==> images/util_map.png <==
Scale bar: 50 µm. 14 x 14 tiles, from white (low) to dark blue (high), 0 to 100% covered.
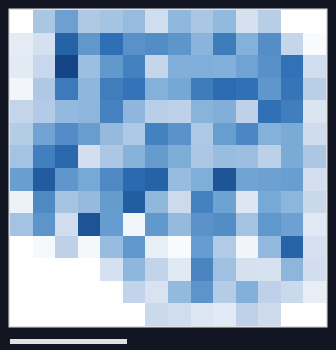
==> images/port_trees.png <==
Scale bar: 50 µm.
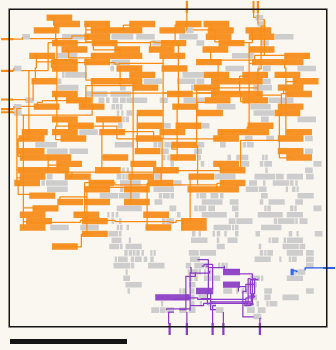
==> images/placed.png <==
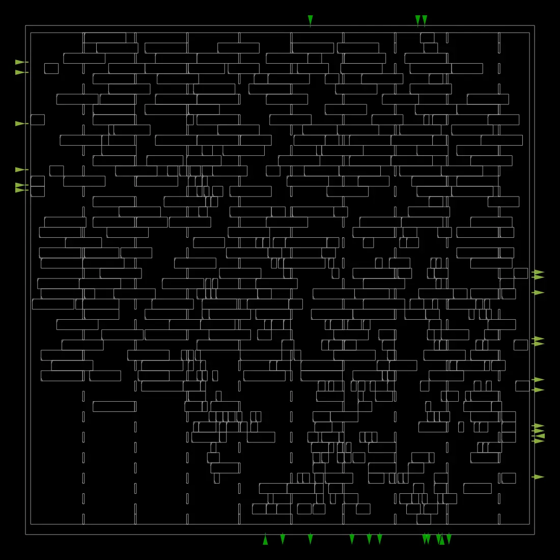
--- src/rtl/sync_fifo_ext.sv ---
// Single-clock FIFO with almost-full/empty thresholds, overflow/underflow pulses, occupancy count, optional FWFT.
// Latency: count/flags update one edge after a write; read data after one edge (FWFT=0) or at the head (FWFT=1).
// Backpressure: writes refused while full, reads refused while empty; a refusal pulses overflow_o/underflow_o next cycle.
module sync_fifo_ext #(
    parameter int FIFO_DEPTH          = 16,
    parameter int DATA_WIDTH          = 8,
    parameter int ALMOST_FULL_THRESH  = FIFO_DEPTH - 2,
    parameter int ALMOST_EMPTY_THRESH = 2,
    parameter int FWFT                = 0,
    localparam int CW                 = $clog2(FIFO_DEPTH + 1)
) (
    input  logic                  clk_i,
    input  logic                  rst_i,
    input  logic                  we_i,
    input  logic [DATA_WIDTH-1:0] data_i,
    output logic                  full_o,
    output logic                  almost_full_o,
    output logic                  overflow_o,
    input  logic                  re_i,
    output logic [DATA_WIDTH-1:0] data_o,
    output logic                  valid_o,
    output logic                  empty_o,
    output logic                  almost_empty_o,
    output logic                  underflow_o,
    output logic [CW-1:0]         count_o
);

    localparam int PW = $clog2(FIFO_DEPTH);

    if (FIFO_DEPTH < 2) begin : g_bad_depth
        $error("sync_fifo_ext: FIFO_DEPTH must be >= 2");
    end
    if (DATA_WIDTH < 1) begin : g_bad_width
        $error("sync_fifo_ext: DATA_WIDTH must be >= 1");
    end
    if (ALMOST_FULL_THRESH < 1 || ALMOST_FULL_THRESH > FIFO_DEPTH) begin : g_bad_af
        $error("sync_fifo_ext: ALMOST_FULL_THRESH must be in 1..FIFO_DEPTH");
    end
    if (ALMOST_EMPTY_THRESH < 0 || ALMOST_EMPTY_THRESH > FIFO_DEPTH - 1) begin : g_bad_ae
        $error("sync_fifo_ext: ALMOST_EMPTY_THRESH must be in 0..FIFO_DEPTH-1");
    end
    if (FWFT != 0 && FWFT != 1) begin : g_bad_fwft
        $error("sync_fifo_ext: FWFT must be 0 or 1");
    end

    logic [DATA_WIDTH-1:0] mem [FIFO_DEPTH];
    logic [PW-1:0]         wr_ptr_q;
    logic [PW-1:0]         rd_ptr_q;
    logic [CW-1:0]         count_q;
    logic                  overflow_q;
    logic                  underflow_q;
    logic                  wr_acc;
    logic                  rd_acc;

    // Depth need not be a power of two, so pointers wrap at FIFO_DEPTH-1 explicitly.
    function automatic logic [PW-1:0] ptr_next(input logic [PW-1:0] p);
        return (p == PW'(FIFO_DEPTH - 1)) ? '0 : p + PW'(1);
    endfunction

    assign full_o         = (count_q == CW'(FIFO_DEPTH));
    assign empty_o        = (count_q == '0);
    assign almost_full_o  = (count_q >= CW'(ALMOST_FULL_THRESH));
    assign almost_empty_o = (count_q <= CW'(ALMOST_EMPTY_THRESH));
    assign count_o        = count_q;
    assign overflow_o     = overflow_q;
    assign underflow_o    = underflow_q;

    // Acceptance looks only at registered flags: a same-cycle pop never frees room for a push.
    assign wr_acc = we_i && !full_o;
    assign rd_acc = re_i && !empty_o;

    always_ff @(posedge clk_i) begin
        if (!rst_i && wr_acc) begin
            mem[wr_ptr_q] <= data_i;
        end
    end

    always_ff @(posedge clk_i) begin
        if (rst_i) begin
            wr_ptr_q    <= '0;
            rd_ptr_q    <= '0;
            count_q     <= '0;
            overflow_q  <= 1'b0;
            underflow_q <= 1'b0;
        end else begin
            if (wr_acc) begin
                wr_ptr_q <= ptr_next(wr_ptr_q);
            end
            if (rd_acc) begin
                rd_ptr_q <= ptr_next(rd_ptr_q);
            end
            case ({wr_acc, rd_acc})
                2'b10:   count_q <= count_q + CW'(1);
                2'b01:   count_q <= count_q - CW'(1);
                default: count_q <= count_q;
            endcase
            overflow_q  <= we_i && full_o;
            underflow_q <= re_i && empty_o;
        end
    end

    if (FWFT == 0) begin : g_std
        logic [DATA_WIDTH-1:0] data_q;
        logic                  valid_q;

        always_ff @(posedge clk_i) begin
            if (rst_i) begin
                data_q  <= '0;
                valid_q <= 1'b0;
            end else begin
                valid_q <= rd_acc;
                if (rd_acc) begin
                    data_q <= mem[rd_ptr_q];
                end
            end
        end

        assign data_o  = data_q;
        assign valid_o = valid_q;
    end else begin : g_fwft
        // Head is presented directly; forced to zero while empty so the idle value is deterministic.
        assign data_o  = empty_o ? '0 : mem[rd_ptr_q];
        assign valid_o = !empty_o;
    end

    a_count_range : assert property (@(posedge clk_i) disable iff (rst_i)
        count_q <= CW'(FIFO_DEPTH));
    a_wr_ptr_range : assert property (@(posedge clk_i) disable iff (rst_i)
        wr_ptr_q <= PW'(FIFO_DEPTH - 1));
    a_rd_ptr_range : assert property (@(posedge clk_i) disable iff (rst_i)
        rd_ptr_q <= PW'(FIFO_DEPTH - 1));

endmodule

--- config.mk ---
export PLATFORM = sky130hd
export DESIGN_NAME = sync_fifo_ext
export DESIGN_NICKNAME = d
export VERILOG_FILES = /design/src/rtl/sync_fifo_ext.sv
export SDC_FILE = /design/constraint.sdc
export NUM_CORES = 1
export LEC_CHECK = 0
export CELL_PAD_IN_SITES_DETAIL_PLACEMENT = 0
export CELL_PAD_IN_SITES_GLOBAL_PLACEMENT = 1
export CORE_UTILIZATION = 35
export CTS_CLUSTER_SIZE = 10
export DETAILED_ROUTE_END_ITERATION = 16
export PLACE_DENSITY_LB_ADDON = 0.1
export SETUP_SLACK_MARGIN = 0.2
export SYNTH_ARGS = -nofsm -noshare
export SYNTH_HDL_FRONTEND = slang
export SYNTH_SLANG_ARGS = --single-unit
--- constraint.sdc ---
create_clock -name clk_i -period 5.8 [get_ports clk_i]
set_input_delay 1.74 -clock clk_i [delete_from_list [all_inputs] [get_ports clk_i]]
set_output_delay 1.74 -clock clk_i [all_outputs]
set_load 0.01 [all_outputs]
==> results_slide.txt <==
Implementation Results

Cells and area
  • Clkbuf count: 18
  • Flip-flops: about 150
  • Clock network share of area: 0.0832
  • Fraction of layout cells with a size suffix above 1: 0.149
  • Flop share of the area: 0.591
  • Fin nets: between 400 and 500
  • Largest cell class: flip-flops and latches
  • Most frequent cells in the layout: edfxtp_1, nor2_1, clkdlybuf4s50_1
  • Non-clock buffer share of cell area: 0.0506
  • Reg with most FFs: mem
  • Inverters: 10
  • Ant. Diodes: 0

Timing
  • Post-route setup slack: 1.25 ns
  • Final period utilization: 0.785
  • Slew Viols, Final: 0
  • Fin Hold WS: 0.490 ns
  • Slew HR: 0.386
  • Tightest Pin Transition: 0.917 ns
  • Setup TNS: 0 ns
  • Final Hold Fails: 0

Power and ir drop
  • Seq pwr: 1.32 mW
  • Clock Power Share: 0.364
  • Pwr dens: 428 mW/mm²
  • Clock network power: 1.14 mW
  • Power Internal: 2.29 mW
  • Worst vdd ir: 0.242 mV
  • Comb power frac: 0.215
  • Seq pwr share: 0.420
  • Comb power: 0.674 mW

Route
  • Metal2 WL: about 6100 µm
  • DRT Wirelength: 13200 µm
  • Via density per instance: 5.00
  • DRC Markers: 0
  • Top Metal Used: met4
  • Wire length on met3: between 400 and 500 µm
  • Initial DRT Pass Iterations: 4

Critical path
  • Critical-path top delay cell: clkdlybuf4s50_1
  • Worst path top cell family by delay: buffers and inverters
  • CP Cell Sequence: clkdlybuf4s50_1 -> nand2_1 -> inv_1 -> ha_1 -> inv_1 -> fa_1 -> nor2b_1 -> o21ai_0 -> nand3_1 -> or3b_1 -> mux2_1
  • Most common cell on crit path: inv_1
  • Worst setup path category: in2reg
  • CP Capture Point: count_o[4]

CTS
  • # H-tree levels: 4
  • # hold bufs at CTS: 0
  • CTS tree: done

Floorplanning
  • FP Core Util: 0.359
  • Die ar.: 0.0183 mm²
  • I/O pins: 32
  • Tap Count: 225
  • Die Wd: 135 µm

Yosys
  • Synth Instances: 379
  • Main logic family: multiplexers
  • Mux area share: 0.133
  • Synth warnings: 0
  • Top cells by count, synth: edfxtp_1, nor2_1, mux2i_1
  • Register share after synthesis: 0.696
  • Xor and xnor area share after synthesis: 0.00564
  • Asr flop ratio synth: 0
  • Top FF cell, synth: edfxtp_1
  • Syn nets: 401

Placed design
  • Area after DPL: roughly 0.0067 mm²
  • Routability cong.: 0.715
  • Pre-CTS setup slack: 0.775 ns
  • DP Wirelength: 8390 µm

Hold path
  • HP Class: reg2reg
  • Endpoint, Worst Hold: data_o[5]
  • WHS Path Cells: 2

Run status
  • Run status: finished, final reports clean

GRT
  • Vias in the first global route: 3245
  • GR Layer Usage met1: 0.227
  • Total GRT Usage: 0.158
-- util_map.png (at the start) --
11% of the tiles are nearly empty. The emptiest ninth of the die: south-west. The fullest tile reaches 92%.

-- port_trees.png (at the start) --
Key: `empty_o` = blue [bits 1, direction output, edge east, end cells 1, buffers 1, wire 11.8 µm]; `data_i` = orange [bits 8, direction input, edge 5 west, 3 north, end cells 128, buffers 8, wire 1910 µm]; `count_o` = purple [bits 5, direction output, edge south, end cells 5, buffers 5, wire 344 µm]

-- placed.png (at the start) --
core area: 0.0173 mm²
Non-Filler Instances: 654

Power and IR drop assume default switching activity.
